[src/rtl/arm_mem_pkg.sv]
// rtl/arm_mem_pkg.sv - shared types and constants for the MEM-stage SRAM controller
package arm_mem_pkg;

    typedef enum logic [1:0] {
        IDLE = 2'd0,
        LOW  = 2'd1,
        HIGH = 2'd2,
        DONE = 2'd3
    } mem_state_e;

    localparam int MEM_BASE_DEFAULT = 1024;
    localparam int SRAM_AW          = 18;
    localparam int SRAM_DW          = 16;

endpackage

[src/rtl/sram_phase_counter.sv]
// rtl/sram_phase_counter.sv - times one halfword phase of SRAM_WAIT cycles
module sram_phase_counter #(
    parameter int SRAM_WAIT = 2
) (
    input  logic clk,
    input  logic rst,
    input  logic clr,
    input  logic en,
    output logic last
);

    localparam int WIDTH = $clog2(SRAM_WAIT + 1);
    localparam logic [WIDTH-1:0] LAST_COUNT = WIDTH'(SRAM_WAIT - 1);

    logic [WIDTH-1:0] count;

    always_ff @(posedge clk) begin
        if (rst || clr) begin
            count <= '0;
        end else if (en) begin
            count <= count + 1'b1;
        end
    end

    assign last = (count == LAST_COUNT);

endmodule

[src/rtl/sram_controller.sv]
// rtl/sram_controller.sv - services 32-bit MEM-stage requests as two halfword SRAM accesses
module sram_controller
    import arm_mem_pkg::*;
#(
    parameter int SRAM_WAIT = 2,
    parameter int MEM_BASE  = MEM_BASE_DEFAULT
) (
    input  logic               clk,
    input  logic               rst,
    input  logic               mem_r_en,
    input  logic               mem_w_en,
    input  logic [31:0]        address,
    input  logic [31:0]        write_data,
    output logic [31:0]        read_data,
    output logic               ready,
    output logic [SRAM_AW-1:0] sram_addr,
    output logic [SRAM_DW-1:0] sram_dq_out,
    output logic               sram_dq_oe,
    input  logic [SRAM_DW-1:0] sram_dq_in,
    output logic               sram_we_n
);

    mem_state_e  state;
    mem_state_e  state_next;
    logic        req;
    logic        phase_en;
    logic        phase_last;
    logic [31:0] addr_offset;
    logic [16:0] word_q;
    logic [31:0] wdata_q;
    logic        is_write_q;
    logic        unused_addr_bits;

    assign req              = mem_r_en | mem_w_en;
    assign addr_offset      = address - 32'(MEM_BASE);
    assign unused_addr_bits = ^{addr_offset[31:19], addr_offset[1:0]};
    assign phase_en         = (state == LOW) || (state == HIGH);

    sram_phase_counter #(
        .SRAM_WAIT (SRAM_WAIT)
    ) u_phase_counter (
        .clk  (clk),
        .rst  (rst),
        .clr  (~phase_en | phase_last),
        .en   (phase_en),
        .last (phase_last)
    );

    always_ff @(posedge clk) begin
        if (rst) begin
            state <= IDLE;
        end else begin
            state <= state_next;
        end
    end

    always_comb begin
        state_next = state;
        ready      = 1'b0;
        case (state)
            IDLE: begin
                ready = ~req;
                if (req) begin
                    state_next = LOW;
                end
            end
            LOW: begin
                if (phase_last) begin
                    state_next = HIGH;
                end
            end
            HIGH: begin
                if (phase_last) begin
                    state_next = DONE;
                end
            end
            DONE: begin
                ready      = 1'b1;
                state_next = IDLE;
            end
            default: state_next = IDLE;
        endcase
    end

    // SRAM pins are loaded on the edge that enters each phase so they are stable for all of it.
    always_ff @(posedge clk) begin
        if (rst) begin
            read_data   <= '0;
            sram_addr   <= '0;
            sram_dq_out <= '0;
            sram_dq_oe  <= 1'b0;
            sram_we_n   <= 1'b1;
            word_q      <= '0;
            wdata_q     <= '0;
            is_write_q  <= 1'b0;
        end else begin
            case (state)
                IDLE: begin
                    if (req) begin
                        is_write_q  <= mem_w_en;
                        word_q      <= addr_offset[18:2];
                        wdata_q     <= write_data;
                        sram_addr   <= {addr_offset[18:2], 1'b0};
                        sram_dq_out <= mem_w_en ? write_data[15:0] : '0;
                        sram_dq_oe  <= mem_w_en;
                        sram_we_n   <= ~mem_w_en;
                    end
                end
                LOW: begin
                    if (phase_last) begin
                        if (!is_write_q) begin
                            read_data[15:0] <= sram_dq_in;
                        end
                        sram_addr   <= {word_q, 1'b1};
                        sram_dq_out <= is_write_q ? wdata_q[31:16] : '0;
                    end
                end
                HIGH: begin
                    if (phase_last) begin
                        if (!is_write_q) begin
                            read_data[31:16] <= sram_dq_in;
                        end
                        sram_dq_out <= '0;
                        sram_dq_oe  <= 1'b0;
                        sram_we_n   <= 1'b1;
                    end
                end
                default: ;
            endcase
        end
    end

endmodule

[config.mk]
export PLATFORM = sky130hd
export DESIGN_NAME = sram_controller
export DESIGN_NICKNAME = d
export VERILOG_FILES = /design/src/rtl/arm_mem_pkg.sv /design/src/rtl/sram_phase_counter.sv /design/src/rtl/sram_controller.sv
export SDC_FILE = /design/constraint.sdc
export NUM_CORES = 1
export LEC_CHECK = 0
export ABC_CLOCK_PERIOD_IN_PS = 2850
export CAP_MARGIN = 20
export CORE_MARGIN = 2
export CORE_UTILIZATION = 45
export DETAILED_ROUTE_END_ITERATION = 10
export PLACE_DENSITY_LB_ADDON = 0.25
export SLEW_MARGIN = 10
export SYNTH_ARGS = -nofsm -noshare
export SYNTH_HDL_FRONTEND = slang
export SYNTH_SLANG_ARGS = --single-unit
[constraint.sdc]
create_clock -name clk -period 2.85 [get_ports clk]
set_clock_uncertainty 0.2 [all_clocks]
set_input_delay 0.7125 -clock clk [delete_from_list [all_inputs] [get_ports clk]]
set_output_delay 0.7125 -clock clk [all_outputs]
set_load 0.005 [all_outputs]
==> deck_impl_summary.md <==
Implementation Results

Critical path
  • Worst r2r src: state[1]
  • R2R depth: 7
  • Critical-path maximum fanout: 2
  • Worst flop-to-flop path endpoint: sram_dq_out[2]
  • R2r setup slk: 0.65 ns
  • Delay-heaviest family, CP: buffers and inverters
  • Slowest-stage cell, CP: clkdlybuf4s50_1
  • Crit-path cells: dlygate4sd2_1, nor3b_4, nor2_1, nor2_1, clkdlybuf4s50_1
  • CP Depth: 5
  • Required @ worst endpoint: 1.94 ns
  • Worst setup startpoint: mem_w_en
  • CP max stage delay: 0.50 ns
  • Startpoint Class: input pin
  • Critical path type: input pin to primary output

Floorplanning
  • Die Wd: 102 µm
  • Die Footprint: 0.0103 mm²

Pwr
  • Psw: 1740 µW
  • Combinational power share: 41.3%
  • Cell-internal power: 3160 µW
  • Worst ir drop on vdd: 0.404 mV
  • Final Power: 4900 µW
  • Top pwr grp: sequential cells
  • Sw Ratio: 35.5%
  • Sequential power: 2030 µW

Global route
  • Met3 Use GR: 3.66%
  • Overall fraction of global-route tracks in use: 20.7%
  • First-pass GRT wire length: 17200 µm
  • Largest net degree at the start of global routing: 55
  • Total grt overflow: 0

Clocking
  • Setup bufs post-CTS: 0
  • # clock sinks: 106
  • Maximum level of the CTS H-tree: 3
  • CTS root buf: clkbuf_8
  • Num CTS Buffers: 9

Final layout
  • Inverters excl. clock: 9
  • Final Non-Filler Cells: 774
  • Fillcell total: 799
  • Area grow syn2layout: 39.1%
  • Largest area class, layout: registers
  • Number of logic gates: 360
  • Final sequential cell count: 106
  • Non-clk buf share: 25.2%

Final timing
  • Setup ws final: 0.119 ns
  • Cycle use final: 95.8%
  • Final hold viol count: 0
  • Final setup vio count: 0
  • Max-slew headroom: 58.2%
  • Min cycle time layout: 2.73 ns

Routing
  • Drt pass-1 iters: 4
  • WL per Instance: 13.7 µm
  • Initial DRC count: 128
  • Top sig layer: met4
  • Antenna-violating nets left: 0
  • # DRC: 0

Min path
  • Hold-critical path depth: 1
  • Hold EP: u_phase_counter.count[0]
  • Hold Crit Start: u_phase_counter.count[0]

Synthesis
  • Chip Area, Yosys: 0.00430 mm²
  • Top cells by count, synth: nand2_1 (131), dfxtp_1 (106), a21oi_1 (64)
  • Adder Area Share: 2.04%
  • FFs w/ async S/R, synth: 0%
  • Mapped Area: 0.00430 mm²
  • Mux area share: 2.56%
  • Synth Flop Type: dfxtp_1
  • Top cell type's share of synthesized area: 49.4%
  • Most common cell in the netlist: nand2_1
  • Synth top area cells: dfxtp_1 (49%), nand2_1 (11%), a21oi_1 (7.5%)
  • Comb area leader: AND-OR/OR-AND gates
  • Synthesized Nets: 603
  • Post-Synthesis Cells: 512
  • Distinct lib cells used: 45
  • Xor/xnor share: 1.02%
  • Ys Warns: 0
  • # Cells Yosys: 512

Status
  • Outcome: completed

Job
  • Max-Cap Viols: 0

Place
  • Pre-CTS WS: -0.0980 ns
  • Port bufs: 137
## cell usage in the layout (no fill, tap or decap), drive strengths merged, types with 2 or more instances in the layout
cell / synthesis / final
nor2b: 2 / 2
mux2i: 11 / 11
and2: 2 / 2
a211oi: 31 / 31
dlygate4sd2: 0 / 2
buf: 12 / 18
nor2: 45 / 45
o21ai: 11 / 11
a2111oi: 2 / 2
clkinv: 0 / 3
clkdlybuf4s50: 0 / 134
clkbuf: 24 / 10
dfxtp: 106 / 106
o221ai: 2 / 2
ha: 7 / 7
xnor2: 5 / 5
a21oi: 64 / 64
nand2: 131 / 131
a22oi: 16 / 16
nor3: 6 / 6
nor3b: 2 / 2
nand3: 5 / 5
inv: 9 / 11
or2: 2 / 2
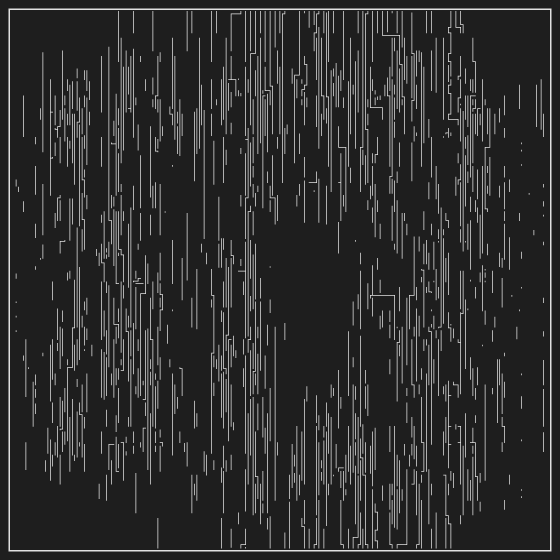
(metal 2)
The layer carries 5260 µm of wire. The wires run mostly vertical. The layer holds 49% of the routed length. The longest straight run is 32.6 µm.

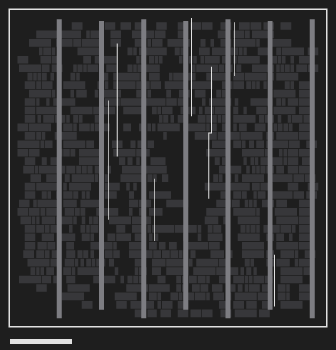
(metal 4)
Bar = 20 µm. Supply wires on this layer in gray. Cells faint in the background.
6 nets have wire on it. The wires run mostly vertical. The layer holds 1.9% of the routed length.
via count: 4005
Routed WL: 10600 µm

No activity file was given, so power comes from the tool's default toggle rates.
